### Cell area per tile, run 1

(2 px per um) 11 x 11 tiles, from dark purple (low) to yellow (high), 0 to 100% covered.
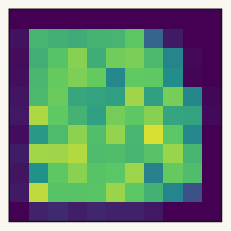
### Selected gate families, run 1

(4 px per um)
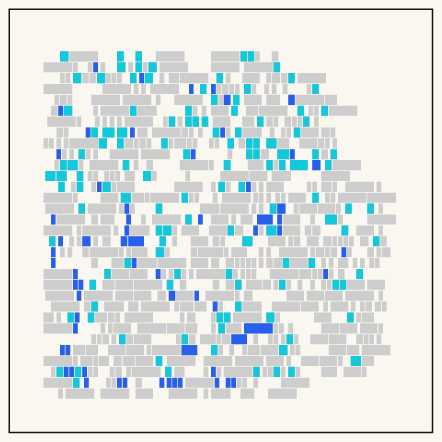
### Sequential cells grouped by signal name, run 1

(4 px per um) Other sequential cells in the stronger gray, the rest of the logic in the fainter gray.
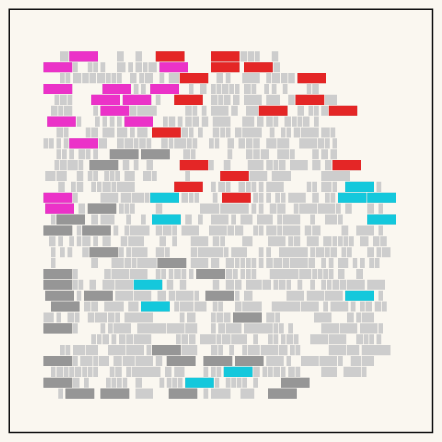
### config.mk
export PLATFORM = sky130hd
export DESIGN_NAME = score_digit_writer
export DESIGN_NICKNAME = d
export VERILOG_FILES = /design/src/rtl/score_digit_writer.sv
export SDC_FILE = /design/constraint.sdc
export NUM_CORES = 1
export LEC_CHECK = 0
export ABC_AREA = 1
export ABC_CLOCK_PERIOD_IN_PS = 7200
export CAP_MARGIN = 20
export CORE_MARGIN = 8
export CORE_UTILIZATION = 60
export DETAILED_ROUTE_END_ITERATION = 12
export DONT_BUFFER_PORTS = 1
export GPL_TIMING_DRIVEN = 0
export MAX_ROUTING_LAYER = met4
export PLACE_DENSITY = 0.76
export SYNTH_ARGS = -nofsm -noshare
export SYNTH_HDL_FRONTEND = slang
export SYNTH_SLANG_ARGS = --single-unit
### constraint.sdc
create_clock -name vga_clk -period 7.2 [get_ports vga_clk]
set_input_delay 2.16 -clock vga_clk [delete_from_list [all_inputs] [get_ports vga_clk]]
set_output_delay 2.16 -clock vga_clk [all_outputs]
set_load 0.005 [all_outputs]
### src/rtl/score_digit_writer.sv
// Renders a saturated 4-digit decimal score into a 1-bit overlay RAM by copying glyphs from the numbers ROM.
// Optional build macro LEADING_ZERO_BLANK_EN blanks leading zero digits (the ones digit is always drawn).
module score_digit_writer #(
    parameter int SCORE_W    = 14,
    parameter int GLYPH_W    = 10,
    parameter int GLYPH_H    = 14,
    parameter int ROM_W      = 100,
    parameter int NUM_DIGITS = 4
) (
    input  logic               vga_clk,
    input  logic               reset,
    input  logic               start,
    input  logic [SCORE_W-1:0] score,
    output logic               busy,
    output logic               done,
    output logic [10:0]        rom_address,
    input  logic               rom_q,
    output logic [9:0]         wr_addr,
    output logic               wr_data,
    output logic               wr_en
);

    localparam int BCD_W = 4 * NUM_DIGITS;
    localparam int OV_W  = NUM_DIGITS * GLYPH_W;
    localparam int POS_W = $clog2(NUM_DIGITS);
    localparam int ROW_W = $clog2(GLYPH_H);
    localparam int COL_W = $clog2(GLYPH_W);
    localparam int CNV_W = $clog2(SCORE_W);
    localparam logic [SCORE_W-1:0] MAX_SCORE = SCORE_W'(9999);

    typedef enum logic [2:0] {
        IDLE    = 3'd0,
        CONVERT = 3'd1,
        COPY    = 3'd2,
        DRAIN   = 3'd3,
        DONE    = 3'd4
    } state_t;

    state_t             state_r;
    state_t             state_nxt_s;
    logic [SCORE_W-1:0] bin_r;
    logic [BCD_W-1:0]   bcd_r;
    logic [BCD_W-1:0]   bcd_step_s;
    logic [CNV_W-1:0]   cnv_cnt_r;
    logic [POS_W-1:0]   pos_r;
    logic [ROW_W-1:0]   row_r;
    logic [COL_W-1:0]   col_r;
    logic [POS_W-1:0]   pos_nxt_s;
    logic [ROW_W-1:0]   row_nxt_s;
    logic [COL_W-1:0]   col_nxt_s;
    logic               cnv_last_s;
    logic               copy_last_s;
    logic               blank_r;

    // One double-dabble step: add 3 to every nibble >= 5, then shift in the next binary bit.
    function automatic logic [BCD_W-1:0] dabble_f(input logic [BCD_W-1:0] bcd, input logic bit_in);
        logic [BCD_W-1:0] adj;
        adj = bcd;
        for (int i = 0; i < NUM_DIGITS; i++) begin
            if (adj[4*i +: 4] >= 4'd5) begin
                adj[4*i +: 4] = adj[4*i +: 4] + 4'd3;
            end else begin
                adj[4*i +: 4] = adj[4*i +: 4];
            end
        end
        return {adj[BCD_W-2:0], bit_in};
    endfunction

    // Position 0 is the most significant nibble.
    function automatic logic [3:0] digit_f(input logic [BCD_W-1:0] bcd, input logic [POS_W-1:0] pos);
        logic [3:0] d;
        d = 4'd0;
        for (int i = 0; i < NUM_DIGITS; i++) begin
            if (int'(pos) == i) begin
                d = bcd[4*(NUM_DIGITS-1-i) +: 4];
            end else begin
                d = d;
            end
        end
        return d;
    endfunction

    function automatic logic [10:0] rom_addr_f(input logic [3:0] digit, input logic [ROW_W-1:0] row,
                                               input logic [COL_W-1:0] col);
        return 11'(row) * 11'(ROM_W) + 11'(digit) * 11'(GLYPH_W) + 11'(col);
    endfunction

    function automatic logic [9:0] ov_addr_f(input logic [POS_W-1:0] pos, input logic [ROW_W-1:0] row,
                                             input logic [COL_W-1:0] col);
        return 10'(row) * 10'(OV_W) + 10'(pos) * 10'(GLYPH_W) + 10'(col);
    endfunction

`ifdef LEADING_ZERO_BLANK_EN
    // A position is blank when it and every position to its left hold zero; the last one never is.
    function automatic logic blank_f(input logic [BCD_W-1:0] bcd, input logic [POS_W-1:0] pos);
        logic lead;
        lead = 1'b1;
        for (int i = 0; i < NUM_DIGITS - 1; i++) begin
            if (i <= int'(pos) && digit_f(bcd, POS_W'(i)) != 4'd0) begin
                lead = 1'b0;
            end else begin
                lead = lead;
            end
        end
        return lead && (int'(pos) != NUM_DIGITS - 1);
    endfunction
`endif

    assign bcd_step_s  = dabble_f(bcd_r, bin_r[SCORE_W-1]);
    assign cnv_last_s  = (cnv_cnt_r == CNV_W'(SCORE_W - 1));
    assign copy_last_s = (pos_r == POS_W'(NUM_DIGITS - 1)) && (row_r == ROW_W'(GLYPH_H - 1)) &&
                         (col_r == COL_W'(GLYPH_W - 1));
    assign wr_data     = rom_q & ~blank_r;

    // Copy-loop counter successor: col innermost, then row, then pos.
    always_comb begin
        col_nxt_s = col_r + COL_W'(1);
        row_nxt_s = row_r;
        pos_nxt_s = pos_r;
        if (col_r == COL_W'(GLYPH_W - 1)) begin
            col_nxt_s = COL_W'(0);
            if (row_r == ROW_W'(GLYPH_H - 1)) begin
                row_nxt_s = ROW_W'(0);
                pos_nxt_s = pos_r + POS_W'(1);
            end else begin
                row_nxt_s = row_r + ROW_W'(1);
            end
        end else begin
            col_nxt_s = col_r + COL_W'(1);
        end
    end

    // FSM next-state logic.
    always_comb begin
        state_nxt_s = state_r;
        case (state_r)
            IDLE: begin
                if (start) begin
                    state_nxt_s = CONVERT;
                end else begin
                    state_nxt_s = IDLE;
                end
            end
            CONVERT: begin
                if (cnv_last_s) begin
                    state_nxt_s = COPY;
                end else begin
                    state_nxt_s = CONVERT;
                end
            end
            COPY: begin
                if (copy_last_s) begin
                    state_nxt_s = DRAIN;
                end else begin
                    state_nxt_s = COPY;
                end
            end
            DRAIN:   state_nxt_s = DONE;
            DONE:    state_nxt_s = IDLE;
            default: state_nxt_s = IDLE;
        endcase
    end

    // FSM state register.
    always_ff @(posedge vga_clk) begin
        if (reset) begin
            state_r <= IDLE;
        end else begin
            state_r <= state_nxt_s;
        end
    end

    // Datapath: conversion, ROM address issue and the one-cycle write pipeline.
    always_ff @(posedge vga_clk) begin
        if (reset) begin
            busy        <= 1'b0;
            done        <= 1'b0;
            wr_en       <= 1'b0;
            wr_addr     <= 10'd0;
            rom_address <= 11'd0;
            bin_r       <= '0;
            bcd_r       <= '0;
            cnv_cnt_r   <= '0;
            pos_r       <= '0;
            row_r       <= '0;
            col_r       <= '0;
            blank_r     <= 1'b0;
        end else begin
            wr_en <= (state_r == COPY);
            done  <= (state_r == DRAIN);
            if (state_r == COPY) begin
                wr_addr <= ov_addr_f(pos_r, row_r, col_r);
`ifdef LEADING_ZERO_BLANK_EN
                blank_r <= blank_f(bcd_r, pos_r);
`else
                blank_r <= 1'b0;
`endif
            end
            case (state_r)
                IDLE: begin
                    if (start) begin
                        busy      <= 1'b1;
                        bin_r     <= (score > MAX_SCORE) ? MAX_SCORE : score;
                        bcd_r     <= '0;
                        cnv_cnt_r <= '0;
                    end
                end
                CONVERT: begin
                    bcd_r     <= bcd_step_s;
                    bin_r     <= {bin_r[SCORE_W-2:0], 1'b0};
                    cnv_cnt_r <= cnv_cnt_r + CNV_W'(1);
                    // The last step's result feeds the first address directly.
                    if (cnv_last_s) begin
                        pos_r       <= '0;
                        row_r       <= '0;
                        col_r       <= '0;
                        rom_address <= rom_addr_f(digit_f(bcd_step_s, POS_W'(0)), ROW_W'(0), COL_W'(0));
                    end
                end
                COPY: begin
                    if (!copy_last_s) begin
                        pos_r       <= pos_nxt_s;
                        row_r       <= row_nxt_s;
                        col_r       <= col_nxt_s;
                        rom_address <= rom_addr_f(digit_f(bcd_r, pos_nxt_s), row_nxt_s, col_nxt_s);
                    end
                end
                DRAIN: begin
                    busy <= 1'b0;
                end
                default: begin
                end
            endcase
        end
    end

endmodule
==> results.rst, run 1 <==
Synthesis and place-and-route
=============================

.. list-table::
   :header-rows: 1

   * - Metric
     - Value
   * - Peak supply drop
     - 0.000171 V
   * - PnR worst setup slack
     - 2.65 ns
   * - Worst Hold Path EP
     - bin_r[8]
   * - Post-CTS sizing
     - 0
   * - End point of the critical path
     - rom_address[9]
   * - Maximum fanout encountered on the critical timing path
     - 9
   * - Clock Power Share
     - 0.355
   * - Routed via count
     - 4,324
   * - Largest cells by area after synthesis
     - dfxtp_1 (29%), ha_1 (14%), nand2_1 (11%), inv_1 (6.1%), a21oi_1 (5.7%)
   * - Proportion of synthesized chip area in sequential cells
     - 0.292
   * - Data required time at the worst endpoint
     - 7.42 ns
   * - Sinks on the clock net
     - 70
   * - Outcome
     - completed
   * - Combinational share of power
     - 0.152
   * - Psw
     - 0.287 mW
   * - Number of cells after detailed placement
     - 756
   * - FF+latch area
     - 1400 um^2
   * - Clk latency late pin
     - 0.37 ns
   * - Internal power component
     - 0.583 mW
   * - Library cells used by synthesis
     - 42
   * - Register name with the most flops
     - bcd_r
   * - Total non-filler cell area in the finished layout
     - 5110 um^2
   * - Max reg flops
     - 16
   * - Total Power Consumption
     - 0.869 mW
## Picture notes: 'Cell area per tile'
densest ninth of the die: center
tiles over 75% full: 21%
fullest tile: 94%
initial cell density of the core: 0.621
Core Box Area: 7730 um^2

## Picture notes: 'Selected gate families'
legend:
  inverting AOI/OAI gates:
    color: cyan
    cells: 125
    most_used: a21oi_1
  NOR gates:
    color: blue
    cells: 64
    most_used: nor2_1
count of non-filler cells in the finished layout: 772
leading cell type in the layout, fill and taps excluded: nand2_1

## Picture notes: 'Sequential cells grouped by signal name'
legend:
  `bcd_r`:
    color: red
    sequential_cells: 16
    where: top center
  `bin_r`:
    color: magenta
    sequential_cells: 14
    where: upper left
  `rom_address`:
    color: cyan
    sequential_cells: 11
Flop+latch power: 0.428 mW
register fraction of the total cell area: 0.274

run 1: area by class of cell:
type	instances	share of cell area
plain buffers	21	0.0211
clock buffers	9	0.0242
clock inverters	7	0.0120
inverters	84	0.0622
multi-input cells	479	0.581
flip-flops and latches	70	0.274
well taps	102	0.0250
run 1: power groups by stage:
| stage | clock network (mW) | registers (mW) | logic [mW] |
|---|---|---|---|
| 4_1_cts | 0.314 | 0.428 | 0.131 |
| 3_5_place_dp | 0 | 0.437 | 0.130 |
| 5_1_grt | 0.330 | 0.431 | 0.148 |
| 2_1_floorplan | 0 | 0.432 | 0.0967 |
| 6_report | 0.309 | 0.428 | 0.133 |
| 3_3_place_gp | 0 | 0.437 | 0.127 |
run 1: logic make-up after synthesis:
family	after synthesis	synth area share
AND-OR/OR-AND	128	0.148
XOR/XNOR	16	0.0292
adder cells (fa/ha/maj)	64	0.181
buffers and inverters	105	0.0887
flip-flops	70	0.292
AND/OR/NAND/NOR	271	0.261
run 1: cell usage after synthesis, drive strengths merged, types with 2 or more instances:
cell,number
xor2,11
nor2,60
o211ai,4
nor3,4
nand2,152
buf,10
xnor2,5
dfxtp,70
fa,9
inv,84
clkbuf,11
o21bai,3
nand3b,2
nand4,4
nand3,40
or2,8
ha,55
a21oi,57
a31oi,11
o21ai,43
o22ai,4
run 1: worst max-delay path, delay by kind of cell, from the launching register on:
family,cells,cell delay (ns)
simple gates,9,1.16
fa+ha+maj,6,1.62
buf+inv,2,0.11
compound gates,7,1.09
flops,1,0.45
run 1: layer usage:
layer  vias up  wire length (um)  part of all wire  global-route usage
met5         -                 0                 0                   -
met4         0               231             0.020              0.0744
met3        21               696             0.061              0.0475
met2       125              5300              0.46               0.342
met1      2022              5250              0.46               0.267
li1       2156                 -                 -                   -
### Clock routing, run 1

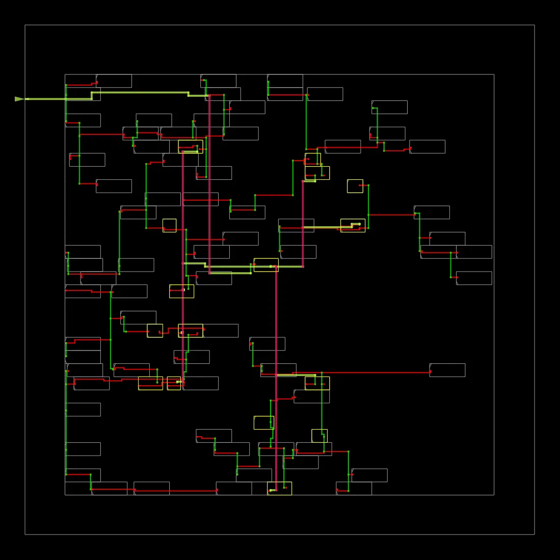

==> run 2: changes to the inputs <==
ABC_CLOCK_PERIOD_IN_PS = 4300   (was 7200)
clock period = 4.3 ns   (was 7.2 ns; I/O delays follow)
### Clock routing, run 2

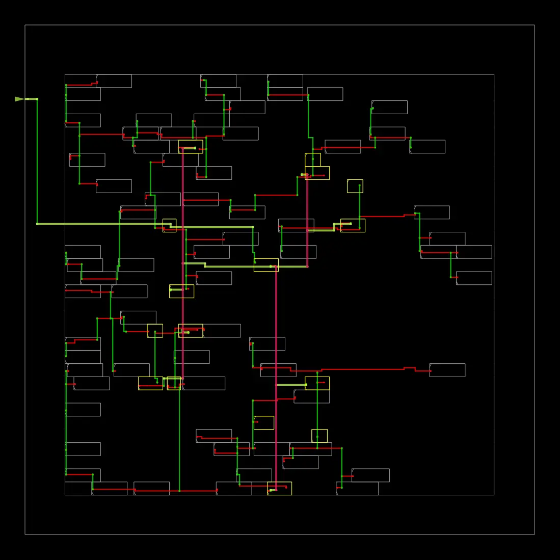
total clock buffers created by CTS: 9
number of clock buffers in the layout: 9

### Selected gate families, run 2

(4 px per um)
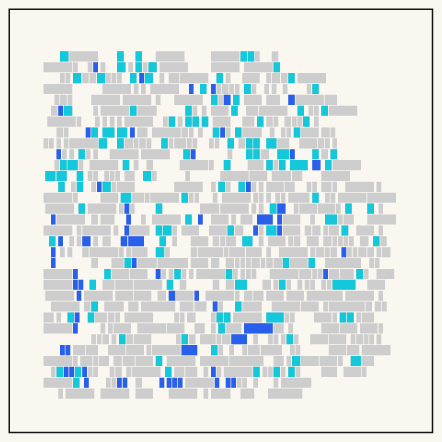
legend:
  NOR gates:
    color: blue
    cells: 64
    most_used: nor2_1
  inverting AOI/OAI gates:
    color: cyan
    cells: 125
    most_used: a21oi_1
share of cell area taken by multi-input logic gates: 0.578
count of non-filler cells in the finished layout: 781

==> results.rst, run 2 <==
Synthesis and place-and-route
=============================

.. list-table::
   :header-rows: 1

   * - Metric
     - Value
   * - Number of buffers other than clock buffers in the final layout
     - 30 (was 21)
   * - Outcome
     - completed (unchanged)
   * - Number of multi-input logic gates
     - 479 (unchanged)
   * - Detailed-routing wirelength on met1
     - 5270 um (was 5250 um)
   * - Routed via count
     - 4,387 (was 4,324)
   * - Clock Network Area Fraction
     - 0.0352 (was 0.0362)
   * - Clock Power Share
     - 0.355 (about the same)
   * - Sinks on the clock net
     - 70 (unchanged)
   * - Internal power component
     - 0.975 mW (was 0.583 mW)
   * - Global-route track usage on met1
     - 0.267 (about the same)
   * - Core Box Area
     - 7730 um^2 (unchanged)
   * - Clk latency late pin
     - 0.36 ns (was 0.37 ns)
   * - Top cells by count, synth
     - nand2_1 (140), inv_1 (78), dfxtp_1 (70) (unchanged)
   * - Met3 capacity usage during global routing
     - 0.0481 (was 0.0475)
   * - Register name with the most flops
     - bcd_r (unchanged)
   * - Num sequential
     - 70 (unchanged)
   * - Highest routed metal layer
     - met4 (unchanged)
   * - Number of tapcells
     - 102 (unchanged)
   * - FF+latch area
     - 1420 um^2 (was 1400 um^2)
   * - Combinational share of power
     - 0.152 (about the same)
   * - Combinational power
     - 0.220 mW (was 0.133 mW)
   * - Met2 routed WL
     - 5630 um (was 5300 um)
   * - Register fraction of the total cell area
     - 0.269 (was 0.274)
   * - Data required time at the worst endpoint
     - 4.57 ns (was 7.42 ns)
   * - Library cells used by synthesis
     - 42 (unchanged)
## run 2: cell count changes in the layout (fill, tap and decap cells not counted), sizes merged
cell,delta
buf,+9
## run 2: timing repair
item / 4_1_cts / 5_1_grt
hold buffers: 0 / 0
setup endpoints to repair: 5 / 5
resized: 4 / 21
setup buffers: 2 / 7
pin swaps: 2 / 9
## run 2: final timing paths
path	start	endpoint	slack (ns)	cells after the start
worst max-delay path	col_r[1]	rom_address[7]	0.16	28
worst min-delay path	bin_r[8]	bin_r[8]	0.47	2
worst max register to register	col_r[1]	rom_address[7]	0.16	28
worst min register to register	bin_r[8]	bin_r[8]	0.47	2
## run 2: cells by family after synthesis
logic type / share of synthesized area
simple gates: 0.261
compound gates: 0.148
buf+inv: 0.0887
flops: 0.292
fa+ha+maj: 0.181
xor+xnor: 0.0292
## run 2: worst max-delay path: cells and delay by family (launching register included)
kind | cells | cell delay, ns
and+or+nand+nor | 14 | 1.49
adders and majority gates | 6 | 1.44
buffers and inverters | 6 | 0.40
DFF | 1 | 0.35
AOI/OAI and AO/OA | 2 | 0.34
## run 2: per-stage QoR
| stage | TNS, ns | util | area, um^2 | setup slack (ns) | power, mW |
|---|---|---|---|---|---|
| after floorplan | 0 | - | 4800 | 0.309 | 0.885 |
| after global placement | -0.121 | 0.637 | 4930 | -0.121 | 0.943 |
| after detailed placement | -0.386 | 0.637 | 4930 | -0.183 | 0.949 |
| after CTS | 0 | 0.664 | 5130 | 0.0307 | 1.46 |
| after global routing | -0.0123 | 0.682 | 5270 | -0.0123 | 1.52 |
| final | 0 | 0.682 | 5270 | 0.165 | 1.45 |
### Cell area per tile, run 2

(2 px per um) 11 x 11 tiles, from dark purple (low) to yellow (high), 0 to 100% covered.
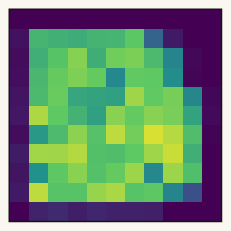

==> run 3: changes to the inputs <==
CORE_UTILIZATION = 59   (was 60)
DONT_BUFFER_PORTS = unset   (was 1)
PLACE_DENSITY = 0.79   (was 0.76)
### Cell area per tile, run 3

(2 px per um) 11 x 11 tiles, from dark purple (low) to yellow (high), 0 to 100% covered.
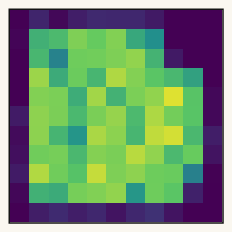
post-layout util: 0.697
Core Box Area: 8050 um^2
initial cell density of the core: 0.596

### Nets reached from selected ports, run 3

(4 px per um)
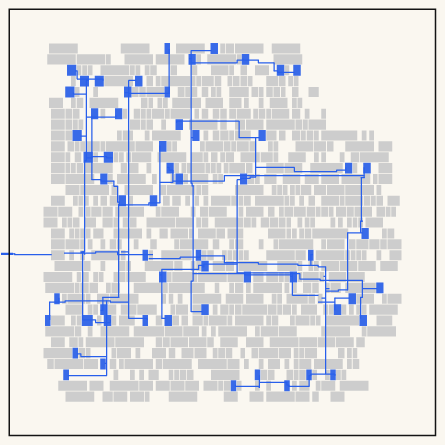
legend:
  `reset`:
    color: blue
    direction: input
    edge: left
    end_cells: 58
    wire: 906 um
IO Port Bufs: 41
count of pins on the block boundary: 43

==> results.rst, run 3 <==
Synthesis and place-and-route
=============================

.. list-table::
   :header-rows: 1

   * - Metric
     - Value
   * - Outcome
     - completed (unchanged)
   * - Library cells used by synthesis
     - 42 (unchanged)
   * - Final-layout setup total negative slack
     - 0 ns (unchanged)
   * - Proportion of synthesized chip area in sequential cells
     - 0.292 (unchanged)
   * - Post-synth top area share
     - 0.292 (unchanged)
   * - Register name with the most flops
     - bcd_r (unchanged)
   * - Leading cell type in the layout, fill and taps excluded
     - nand2_1 (unchanged)
   * - Reg-to-reg slack, setup
     - 0.15 ns (was 0.16 ns)
   * - Clk latency late pin
     - 0.36 ns (about the same)
   * - Data required time at the worst endpoint
     - 4.51 ns (was 4.57 ns)
   * - Number of buffers added to fix hold violations after cts
     - 0 (unchanged)
   * - Sinks on the clock net
     - 70 (unchanged)
   * - Largest cells by area after synthesis
     - dfxtp_1 (29%), ha_1 (14%), nand2_1 (11%), inv_1 (6.1%), a21oi_1 (5.7%) (unchanged)
   * - Post-CTS sizing
     - 4 (unchanged)
   * - Critical path endpoint category
     - flip-flop (unchanged)
   * - Crit path launch
     - rom_address[0] (was col_r[1])
   * - Post-place setup slack
     - -0.234 ns (was -0.183 ns)
   * - Total clock buffers created by CTS
     - 9 (unchanged)
   * - Placed cell areas
     - 5340 um^2 (was 4930 um^2)
   * - Routed via count
     - 4,537 (was 4,387)
   * - Maximum fanout encountered on the critical timing path
     - 8 (was 7)
   * - Total non-filler cell area in the finished layout
     - 5610 um^2 (was 5270 um^2)
   * - Count of non-filler cells in the finished layout
     - 819 (was 781)
   * - Maximum operating frequency
     - 241 MHz (was 242 MHz)
   * - Count of cells along the worst register-to-register path
     - 20 (was 28)
   * - PnR worst setup slack
     - 0.154 ns (was 0.165 ns)
   * - Number of cells after detailed placement
     - 800 (was 756)
   * - Top cells by count, synth
     - nand2_1 (140), inv_1 (78), dfxtp_1 (70) (unchanged)
   * - Hold path startpoint
     - bin_r[9] (was bin_r[8])
   * - Max reg flops
     - 16 (unchanged)
   * - Crit Reg-Reg Startpoint
     - rom_address[0] (was col_r[1])
   * - Destination of the worst register-to-register timing path
     - rom_address[8] (was rom_address[7])
   * - Peak supply drop
     - 0.000230 V (was 0.000287 V)
## run 3: cell counts after synthesis
Identical to the previous run, type by type.
## run 3: report_power, final
group / switching, mW / total [mW] / leakage [nW] / internal [mW]
logic: 0.166 / 0.279 / 1.98 / 0.113
clock network: 0.282 / 0.496 / 0.0833 / 0.213
registers: 0.0261 / 0.713 / 0.572 / 0.687
total: 0.475 / 1.49 / 2.64 / 1.01
## run 3: worst max-delay path: cells and delay by family (launching register included)
| kind | cells | cell delay (ns) |
|---|---|---|
| AND-OR/OR-AND | 2 | 0.48 |
| flip-flops | 1 | 0.42 |
| buffers and inverters | 4 | 0.41 |
| AND/OR/NAND/NOR | 8 | 0.97 |
| adder cells (fa/ha/maj) | 6 | 1.73 |
## run 3: final cells by class
cell class,count,area [um^2]
buffer,21,108
timing repair buffer,44,433
fill,671,2440
clock inverter,6,46.3
tap,105,131
clock buffer,10,128
inverter,84,318
multi-input combinational,479,3030
sequential,70,1410
## run 3: cells by family (layout without fill, tap and decap cells)
group                      after synthesis  in the layout  synth area share
and+or+nand+nor                        271            271             0.261
DFF                                     70             70             0.292
AOI/OAI and AO/OA                      128            128             0.148
buffers and inverters                  105            165            0.0887
adders and majority gates               64             64             0.181
xor gates and xnor gates                16             16            0.0292
## run 3: metal layers
layer	vias up	GRT usage	routed length [um]
li1	2243	-	-
met4	0	0.0995	403
met2	141	0.361	5760
met5	-	-	0
met3	40	0.0430	593
met1	2113	0.272	5430
## run 3: worst min-delay path by stage
stage	to	slack [ns]	cells after the start
after global placement	bin_r[8]	0.45	2
final	bin_r[9]	0.47	2
after floorplan	bin_r[8]	0.44	2
after global routing	rom_address[5]	0.49	2
after CTS	bin_r[9]	0.47	2
after detailed placement	bin_r[9]	0.46	2
No activity file was given, so power comes from the tool's default toggle rates.
